==> config.mk <==
export PLATFORM = sky130hd
export DESIGN_NAME = controller_port
export DESIGN_NICKNAME = d
export VERILOG_FILES = /design/src/rtl/controller_port.sv
export SDC_FILE = /design/constraint.sdc
export NUM_CORES = 1
export LEC_CHECK = 0
export CELL_PAD_IN_SITES_DETAIL_PLACEMENT = 0
export CELL_PAD_IN_SITES_GLOBAL_PLACEMENT = 1
export CORE_MARGIN = 2
export CORE_UTILIZATION = 25
export DETAILED_ROUTE_END_ITERATION = 6
export HOLD_SLACK_MARGIN = 0.12
export PLACE_DENSITY_LB_ADDON = 0.05
export SLEW_MARGIN = 20
export SYNTH_ARGS = -nofsm -noshare
export SYNTH_HDL_FRONTEND = slang
export SYNTH_SLANG_ARGS = --single-unit
==> constraint.sdc <==
create_clock -name Clk -period 1.03 [get_ports Clk]
set_clock_uncertainty 0.2 [all_clocks]
set_input_delay 0.309 -clock Clk [delete_from_list [all_inputs] [get_ports Clk]]
set_output_delay 0.309 -clock Clk [all_outputs]
set_load 0.05 [all_outputs]
==> src/rtl/controller_port.sv <==
// Two-pad serial controller port: a $4016 strobe write latches both pads, and each
// pad then shifts one button out per completed CPU read of $4016/$4017.
module controller_port #(
  parameter logic [7:0] OPEN_BUS = 8'h40,
  parameter logic       FILL_BIT = 1'b1
) (
  input  logic       Clk,
  input  logic       Reset,
  input  logic       STROBE_WE,
  input  logic [7:0] CPU_DO,
  input  logic       CONTROL1_EN,
  input  logic       CONTROL2_EN,
  input  logic [7:0] BUTTONS1,
  input  logic [7:0] BUTTONS2,
  output logic [7:0] CONTROL1,
  output logic [7:0] CONTROL2,
  output logic       STROBE
);

  typedef enum logic {
    SHIFT  = 1'b0,
    RELOAD = 1'b1
  } port_state_e;

  port_state_e state1_q, state1_d;
  port_state_e state2_q, state2_d;
  logic [7:0]  sr1_q, sr1_d;
  logic [7:0]  sr2_q, sr2_d;
  logic        en1_q, en1_d;
  logic        en2_q, en2_d;
  logic        load_now;
  logic        read_end1;
  logic        read_end2;
  logic        cpu_do_unused;

  assign cpu_do_unused = ^CPU_DO[7:1];

  // A strobe-set write reloads in its own cycle, so it beats a coincident read-end.
  assign load_now  = STROBE_WE & CPU_DO[0];
  assign read_end1 = en1_q & ~CONTROL1_EN;
  assign read_end2 = en2_q & ~CONTROL2_EN;

  always_comb begin
    state1_d = state1_q;
    state2_d = state2_q;
    if (STROBE_WE) begin
      state1_d = CPU_DO[0] ? RELOAD : SHIFT;
      state2_d = CPU_DO[0] ? RELOAD : SHIFT;
    end

    sr1_d = sr1_q;
    if ((state1_q == RELOAD) || load_now) begin
      sr1_d = BUTTONS1;
    end else if (read_end1) begin
      sr1_d = {FILL_BIT, sr1_q[7:1]};
    end

    sr2_d = sr2_q;
    if ((state2_q == RELOAD) || load_now) begin
      sr2_d = BUTTONS2;
    end else if (read_end2) begin
      sr2_d = {FILL_BIT, sr2_q[7:1]};
    end

    en1_d = CONTROL1_EN;
    en2_d = CONTROL2_EN;
  end

  always_ff @(posedge Clk or posedge Reset) begin
    if (Reset) begin
      state1_q <= SHIFT;
      state2_q <= SHIFT;
      sr1_q    <= 8'hFF;
      sr2_q    <= 8'hFF;
      en1_q    <= 1'b0;
      en2_q    <= 1'b0;
    end else begin
      state1_q <= state1_d;
      state2_q <= state2_d;
      sr1_q    <= sr1_d;
      sr2_q    <= sr2_d;
      en1_q    <= en1_d;
      en2_q    <= en2_d;
    end
  end

  assign CONTROL1 = OPEN_BUS | {7'b0, sr1_q[0]};
  assign CONTROL2 = OPEN_BUS | {7'b0, sr2_q[0]};
  assign STROBE   = (state1_q == RELOAD);

endmodule

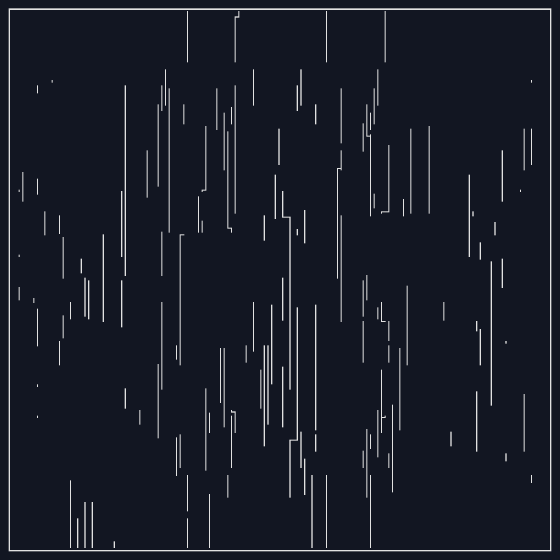
Figure 1: met2 routing.
wire length on this layer = 808 um
nets with wire on the layer = 114
share of all routed wire = 43%
main direction = vertical

==> impl.org <==
* Flow results

** Timing
- TNS Setup :: -6250 ps
- From the final report, the count of setup violators was given as 20.
- Setup slack on the critical path of the routed design comes to -429 ps.
- Final Hold Slack :: 124 ps
- Endpoints failing hold in the final report were tallied at 0.
- Maximum clock frequency :: 0.685 GHz

** Routing
- For this block, wires on met1 add up to 893 um.
- Routed length on met3 :: 129 um
- After detailed routing, the total wire length is 1.86 mm.
- Per the post-route antenna check, the number of violating nets is 0.
- Per the log, the first TritonRoute iteration ended with a DRC count of 13.
- Total vias in the final route :: 648

** Final layout
- Total number of nets in the final design :: 152
- Fraction of final layout cells with drive strength greater than 1 :: 32.8%
- Fill cells in the final layout number 406.
- Leaving out filler cells and counting taps, the final layout contains 172.
- Non-clock buffering takes up 27.2% of total cell area after layout.
- Number of ordinary inverters in the final layout :: 1
- Biggest area consumer among cell classes :: registers
- By instance count after routing, the leading logic cell types are clkdlybuf4s50_1 (18), nor2_1 (17), dfstp_2 (16), a21oi_1 (14), conb_1 (14).
- Mi-comb count :: 66
- From synthesis to final layout, the design area changed by 35.8%.
- Proportion of cell area occupied by multi-input gates :: 28.8%

** Run
- The number of warnings reported in the stage logs is 38.
- Across the run, the number of max-cap violations was 0.

** Status
- The run finished, with violations left.
- Failing checks :: negative setup slack

** CTS
- Counting the buffers created by CTS gives 3.
- For this design, the sink count on the clock tree is 19.
- In this run the number of H-tree levels came out at 1.
- At the later pin of the worst-skew pair, clock insertion delay measures 250 ps.

** Worst setup path
- For the worst setup path, the data required time is 520 ps.
- At the worst endpoint, the arrival time is 950 ps.
- The largest individual stage delay along the critical path comes from the cell dfrtp_2.
- Slowest cell delay on critical path :: 430 ps
- Highest fanout seen on the critical path :: 2
- The cell that appears most often on the critical path is buf_12.
- The setup path with the least slack is of type flip-flop to primary output.
- STA shows the worst reg2reg path with a cell count of 5.

** Pwr
- After layout, the design draws a total of 0.00211 W.
- The internal portion of the total power is 0.00146 W.
- Switch share :: 30.7%
- Biggest power consumer among the groups :: sequential cells
- Clock network fraction of total power :: 24.7%
- Highest ir drop seen on vdd :: 467 uV
- Sequential group power :: 0.000967 W
- The power report attributes to the combinational group a share of 29.3%.

** Synthesis
- Post-Syn Instances :: 95
- Area fraction in mux cells :: 14.8%
- For this run, asynchronously set or reset flops after synthesis account for 100%.
- The biggest area contributor in the post-synthesis netlist is dfstp_2.
- Of the total synthesized cell area, the portion taken by full adders, half adders and majority gates is 0%.
- Yosys reported a register bit count of 19.
- Number of flops mapped to enable cells by yosys :: 0
- Of the post-synthesis cell area, the dominant cell type holds 41.2%.
- Fraction of the yosys area taken by sequential cells :: 48.6%
- The synthesis stats list as the most numerous cell nor2_1.
- During synthesis, Yosys emitted a total of 0 warnings.

** Placement
- After legalization and detailed placement, the total HPWL measured 1.32 mm.
- Per the gpl log, the routability congestion estimate is 0.684.
- The post-placement cell area is 1320 um2.
- Prior to clock tree synthesis, the placed netlist has a worst setup slack of -625 ps.
- In this run, placement finished with an instance count of 166.

** GRT
- The via count of the first global-routing pass was 706.
- Entering global routing, the biggest net connects 33 pins.

** Die
- The overall die size recorded for this design is 4610 um2.
- According to the floorplan log, the row count is 23.
- For this design the top-level I/O count stands at 46.
- Y dimension of the die :: 67.9 um
- The flow inserted 50 tap cells.

** Min path
- End point of the most critical hold path :: en2_q
- Hold analysis shows the worst path with a depth of 1.
- STA lists the startpoint of the worst hold path as CONTROL2_EN.
- The min-delay analysis places its worst path in the category primary input to flip-flop.
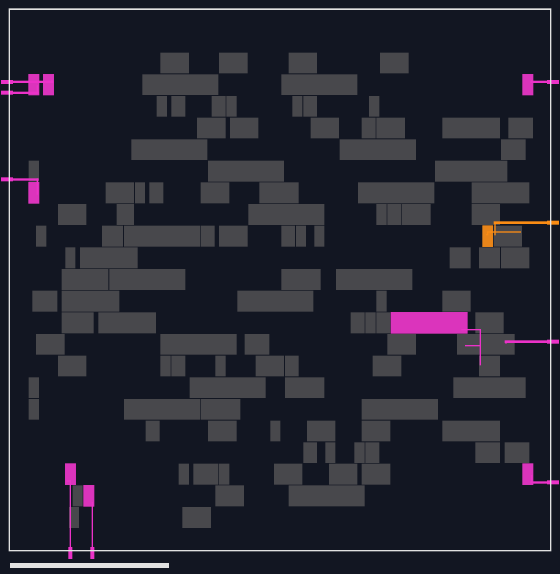
Figure 2: port wiring.
The bar under the picture is 20 um long.
magenta -> `CONTROL1`  # direction output, edge 3 right, 3 left, 2 bottom, end cells 8, buffers 1, wire 47.3 um
orange -> `Reset`  # direction input, edge right, end cells 1, buffers 1, wire 12.8 um

-- timing repair --
item,in CTS,in global routing
setup buffers,1,1
endpoints found under the setup margin,20,20
pin swaps,0,0
resized,4,1
endpoints found under the hold margin,1,1
-- metal layers --
metal	vias up	GRT usage, %
met5	-	0
met4	0	6.00
met3	2	2.14
met2	27	13.7
met1	282	11.9
li1	337	-
-- worst max-delay path by stage --
stage,start,endpoint,slack [ps],cells past startpoint
after floorplan,state2_q,sr1_q[0],-240,4
after global placement,CONTROL1_EN,sr1_q[4],-590,5
after detailed placement,CONTROL1_EN,sr1_q[5],-620,5
after CTS,sr2_q[0],CONTROL2[0],-440,1
after global routing,state2_q,STROBE,-460,2
final,state2_q,STROBE,-430,2
Power figures rest on the tool's default switching activity, not on a simulated workload.
